## src/rtl/branch_redirect_ctrl_pkg.sv

```systemverilog
// Shared opcode encodings, controller state encoding and opcode class helpers.
// Latency: n/a (types and constants only).
// Backpressure: n/a.
package branch_redirect_ctrl_pkg;

  // RISC-V major opcodes, instruction bits [6:2]
  localparam logic [4:0] OPC_BRANCH = 5'b11000;
  localparam logic [4:0] OPC_JALR   = 5'b11001;
  localparam logic [4:0] OPC_JAL    = 5'b11011;

  typedef enum logic [1:0] {
    BRC_IDLE  = 2'd0,
    BRC_REDIR = 2'd1,
    BRC_FLUSH = 2'd2,
    BRC_EXC   = 2'd3
  } brc_state_t;

  function automatic logic is_branch_opc(input logic [4:0] opc);
    return (opc == OPC_BRANCH);
  endfunction

  function automatic logic is_jump_opc(input logic [4:0] opc);
    return (opc == OPC_JAL) || (opc == OPC_JALR);
  endfunction

endpackage

```

## src/rtl/branch_redirect_ctrl_stats.sv

```systemverilog
// Statistics counters for resolved control-flow results (compiled only with BRANCH_STATS_EN).
// Latency: counters update one cycle after the increment enable is seen.
// Backpressure: none; enables are single-cycle handshake qualifiers from the controller.
// Ports: i_clk/i_reset, four increment enables, four CNT_W wrapping counters out.
`ifdef BRANCH_STATS_EN
module branch_redirect_ctrl_stats #(
  parameter int CNT_W = 32
) (
  input  logic             i_clk,
  input  logic             i_reset,
  input  logic             i_inc_branches,
  input  logic             i_inc_taken,
  input  logic             i_inc_jumps,
  input  logic             i_inc_misaligned,
  output logic [CNT_W-1:0] o_stat_branches,
  output logic [CNT_W-1:0] o_stat_taken,
  output logic [CNT_W-1:0] o_stat_jumps,
  output logic [CNT_W-1:0] o_stat_misaligned
);

  logic [CNT_W-1:0] r_branches;
  logic [CNT_W-1:0] r_taken;
  logic [CNT_W-1:0] r_jumps;
  logic [CNT_W-1:0] r_misaligned;

  // Counters wrap naturally at 2^CNT_W
  always_ff @(posedge i_clk) begin
    if (i_reset) begin
      r_branches   <= '0;
      r_taken      <= '0;
      r_jumps      <= '0;
      r_misaligned <= '0;
    end else begin
      if (i_inc_branches)   r_branches   <= r_branches + 1'b1;
      if (i_inc_taken)      r_taken      <= r_taken + 1'b1;
      if (i_inc_jumps)      r_jumps      <= r_jumps + 1'b1;
      if (i_inc_misaligned) r_misaligned <= r_misaligned + 1'b1;
    end
  end

  assign o_stat_branches   = r_branches;
  assign o_stat_taken      = r_taken;
  assign o_stat_jumps      = r_jumps;
  assign o_stat_misaligned = r_misaligned;

endmodule
`endif

```

## src/rtl/branch_redirect_ctrl.sv

```systemverilog
// Sequences fetch redirect, timed IF/ID flush and misaligned-target exceptions after branch resolution.
// Latency: accept at N -> redirect or exception visible at N+1; all outputs registered.
// Backpressure: o_res_ready low outside IDLE; redirect held with stable PC until i_redirect_ready.
// Ports: resolution input (valid/ready, opcode, taken, pc, target), redirect to fetch (valid/ready, pc),
//        stall/flush to pipeline, misaligned exception (pulse, pc, addr).
//        BRANCH_STATS_EN adds o_stat_branches/taken/jumps/misaligned counters.
module branch_redirect_ctrl
  import branch_redirect_ctrl_pkg::*;
#(
  parameter int XLEN         = 32,
  parameter int FLUSH_CYCLES = 2,
  parameter int CNT_W        = 32
) (
  input  logic            i_clk,
  input  logic            i_reset,
  input  logic            i_res_valid,
  output logic            o_res_ready,
  input  logic [4:0]      i_opcode_6_to_2,
  input  logic            i_branch_taken,
  input  logic [XLEN-1:0] i_res_pc,
  input  logic [XLEN-1:0] i_res_target,
  output logic            o_redirect_valid,
  input  logic            i_redirect_ready,
  output logic [XLEN-1:0] o_redirect_pc,
  output logic            o_stall,
  output logic            o_flush,
  output logic            o_misaligned_exc,
  output logic [XLEN-1:0] o_exc_pc,
  output logic [XLEN-1:0] o_exc_addr
`ifdef BRANCH_STATS_EN
  ,
  output logic [CNT_W-1:0] o_stat_branches,
  output logic [CNT_W-1:0] o_stat_taken,
  output logic [CNT_W-1:0] o_stat_jumps,
  output logic [CNT_W-1:0] o_stat_misaligned
`endif
);

  if (FLUSH_CYCLES < 0 || FLUSH_CYCLES > 15 || CNT_W < 1) begin : g_param_check
    $error("branch_redirect_ctrl: parameter out of range");
  end

  localparam logic [3:0] LP_FLUSH_CYCLES = 4'(FLUSH_CYCLES);

  brc_state_t      r_state;
  logic [3:0]      r_flush_cnt;
  logic            r_res_ready;
  logic            r_redirect_valid;
  logic [XLEN-1:0] r_redirect_pc;
  logic            r_stall;
  logic            r_flush;
  logic            r_misaligned_exc;
  logic [XLEN-1:0] r_exc_pc;
  logic [XLEN-1:0] r_exc_addr;

  logic w_is_branch;
  logic w_is_jump;
  logic w_take;
  logic w_misaligned;
  logic w_accept;

  assign w_is_branch  = is_branch_opc(i_opcode_6_to_2);
  assign w_is_jump    = is_jump_opc(i_opcode_6_to_2);
  assign w_take       = i_branch_taken && (w_is_branch || w_is_jump);
  assign w_misaligned = (i_res_target[1:0] != 2'b00);
  // r_res_ready is only ever set in IDLE, so this is the IDLE-state handshake
  assign w_accept     = i_res_valid && r_res_ready;

  always_ff @(posedge i_clk) begin
    if (i_reset) begin
      r_state          <= BRC_IDLE;
      r_flush_cnt      <= '0;
      r_res_ready      <= 1'b0;
      r_redirect_valid <= 1'b0;
      r_redirect_pc    <= '0;
      r_stall          <= 1'b0;
      r_flush          <= 1'b0;
      r_misaligned_exc <= 1'b0;
      r_exc_pc         <= '0;
      r_exc_addr       <= '0;
    end else begin
      case (r_state)
        BRC_IDLE: begin
          r_res_ready <= 1'b1;
          if (w_accept && w_take) begin
            r_res_ready <= 1'b0;
            if (w_misaligned) begin
              r_state          <= BRC_EXC;
              r_misaligned_exc <= 1'b1;
              r_exc_pc         <= i_res_pc;
              r_exc_addr       <= i_res_target;
            end else begin
              r_state          <= BRC_REDIR;
              r_redirect_valid <= 1'b1;
              r_stall          <= 1'b1;
              r_redirect_pc    <= i_res_target;
            end
          end
        end
        BRC_REDIR: begin
          if (i_redirect_ready) begin
            r_redirect_valid <= 1'b0;
            r_stall          <= 1'b0;
            if (LP_FLUSH_CYCLES == 4'd0) begin
              r_state     <= BRC_IDLE;
              r_res_ready <= 1'b1;
            end else begin
              r_state     <= BRC_FLUSH;
              r_flush     <= 1'b1;
              r_flush_cnt <= LP_FLUSH_CYCLES;
            end
          end
        end
        BRC_FLUSH: begin
          // Count reaches 1 on the last flush cycle; ready rises with the return to IDLE
          if (r_flush_cnt == 4'd1) begin
            r_state     <= BRC_IDLE;
            r_flush     <= 1'b0;
            r_flush_cnt <= '0;
            r_res_ready <= 1'b1;
          end else begin
            r_flush_cnt <= r_flush_cnt - 4'd1;
          end
        end
        BRC_EXC: begin
          r_state          <= BRC_IDLE;
          r_misaligned_exc <= 1'b0;
          r_res_ready      <= 1'b1;
        end
        default: begin
          r_state <= BRC_IDLE;
        end
      endcase
    end
  end

  assign o_res_ready      = r_res_ready;
  assign o_redirect_valid = r_redirect_valid;
  assign o_redirect_pc    = r_redirect_pc;
  assign o_stall          = r_stall;
  assign o_flush          = r_flush;
  assign o_misaligned_exc = r_misaligned_exc;
  assign o_exc_pc         = r_exc_pc;
  assign o_exc_addr       = r_exc_addr;

`ifdef BRANCH_STATS_EN
  branch_redirect_ctrl_stats #(
    .CNT_W (CNT_W)
  ) u_stats (
    .i_clk             (i_clk),
    .i_reset           (i_reset),
    .i_inc_branches    (w_accept && w_is_branch),
    .i_inc_taken       (w_accept && w_is_branch && w_take),
    .i_inc_jumps       (w_accept && w_is_jump),
    .i_inc_misaligned  (w_accept && w_take && w_misaligned),
    .o_stat_branches   (o_stat_branches),
    .o_stat_taken      (o_stat_taken),
    .o_stat_jumps      (o_stat_jumps),
    .o_stat_misaligned (o_stat_misaligned)
  );
`endif

endmodule

```

## config.mk

```make
export PLATFORM = sky130hd
export DESIGN_NAME = branch_redirect_ctrl
export DESIGN_NICKNAME = d
export VERILOG_FILES = /design/src/rtl/branch_redirect_ctrl_pkg.sv /design/src/rtl/branch_redirect_ctrl_stats.sv /design/src/rtl/branch_redirect_ctrl.sv
export SDC_FILE = /design/constraint.sdc
export NUM_CORES = 1
export LEC_CHECK = 0
export CORE_UTILIZATION = 46
export CTS_CLUSTER_SIZE = 20
export DETAILED_ROUTE_END_ITERATION = 10
export PLACE_DENSITY = 0.85
export SYNTH_ARGS = -nofsm -noshare
export SYNTH_HDL_FRONTEND = slang
export SYNTH_SLANG_ARGS = --single-unit
```

## constraint.sdc

```tcl
create_clock -name i_clk -period 2.81 [get_ports i_clk]
set_clock_uncertainty 0.15 [all_clocks]
set_input_delay 0.562 -clock i_clk [delete_from_list [all_inputs] [get_ports i_clk]]
set_output_delay 0.562 -clock i_clk [all_outputs]
set_load 0.1 [all_outputs]
```

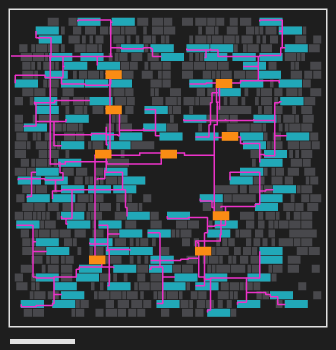
clk_routes.png
The bar under the picture is 20 um long.
[orange] clock drivers | count: 9
[magenta] clock wires | length: 1130 um
[cyan] flip-flops | count: 106
flops lie: widely spread
routed clock nets: 10
clk pwr: 0.927 mW
clock share of power: 0.340
Clock Latency Late Sink: 360 ps

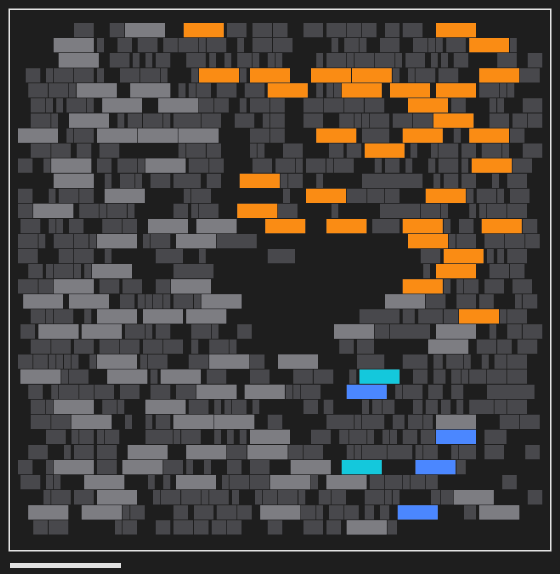
flops_by_reg.png
The bar under the picture is 20 um long. Other sequential cells in the stronger grey, the rest of the logic in the fainter grey.
| colour | name in the netlist | placed flops |
|---|---|---|
| orange | o_exc_pc | 32 |
| cyan | r_state | 2 |
| blue | r_flush_cnt | 4 |
not coloured: 68
Seq area share: 0.354
sequential power: 1.52 mW
Flop area: 0.00212 sq mm
Final Util: 0.684

==> results.sh <==
# yosys + openroad results
export IMPL_status="finished, final reports clean"
export IMPL_reg2reg_slack_ps=730
export IMPL_placed_cells=706
export IMPL_viasPerCell=5.06
export IMPL_power_top_group="sequential cells"
export IMPL_cts_hold_buf=0
export IMPL_netlist_top_cells_count="160 x nand2_1, 106 x dfxtp_1, 92 x mux2i_1"
export IMPL_fmax_mhz=448
export IMPL_rr_worst_depth=4
export IMPL_layout_top_cell="nand2_1"
export IMPL_ant_nets=0
export IMPL_worstPathCellList="clkdlybuf4s50_1 -> nand4bb_1 -> nor4_2 -> buf_4 -> mux2i_1"
export IMPL_yosysTopAreaCellShare=0.506
export IMPL_syn_area_sq_mm=0.00419
export IMPL_design_seq_count=106
export IMPL_nWellTaps=108
export IMPL_route_met3_wl_um=830
export IMPL_wirelength_um=10200
export IMPL_first_global_vias=3547
export IMPL_diodes=0
export IMPL_grt_max_degree=46
export IMPL_period_needed_ps=2230
export IMPL_worst_slew_pin_slew_ps=530
export IMPL_root_buffer="clkbuf_8"
export IMPL_comb_area_sq_mm=0.00190
export IMPL_ys_sh_simple=0.191
export IMPL_min_to="o_exc_addr[2]$_SDFFE_PP0P_"
export IMPL_grt_ovfl_total=0
export IMPL_avgSynthCellArea_sq_um=9.38
export IMPL_n_all_buffers=182
export IMPL_setup_ws_ps=579
export IMPL_rsz0062_at_grt="no"
export IMPL_total_power_mw=2.73
export IMPL_tns_ps=0
No activity file was given, so power comes from the tool's default toggle rates.
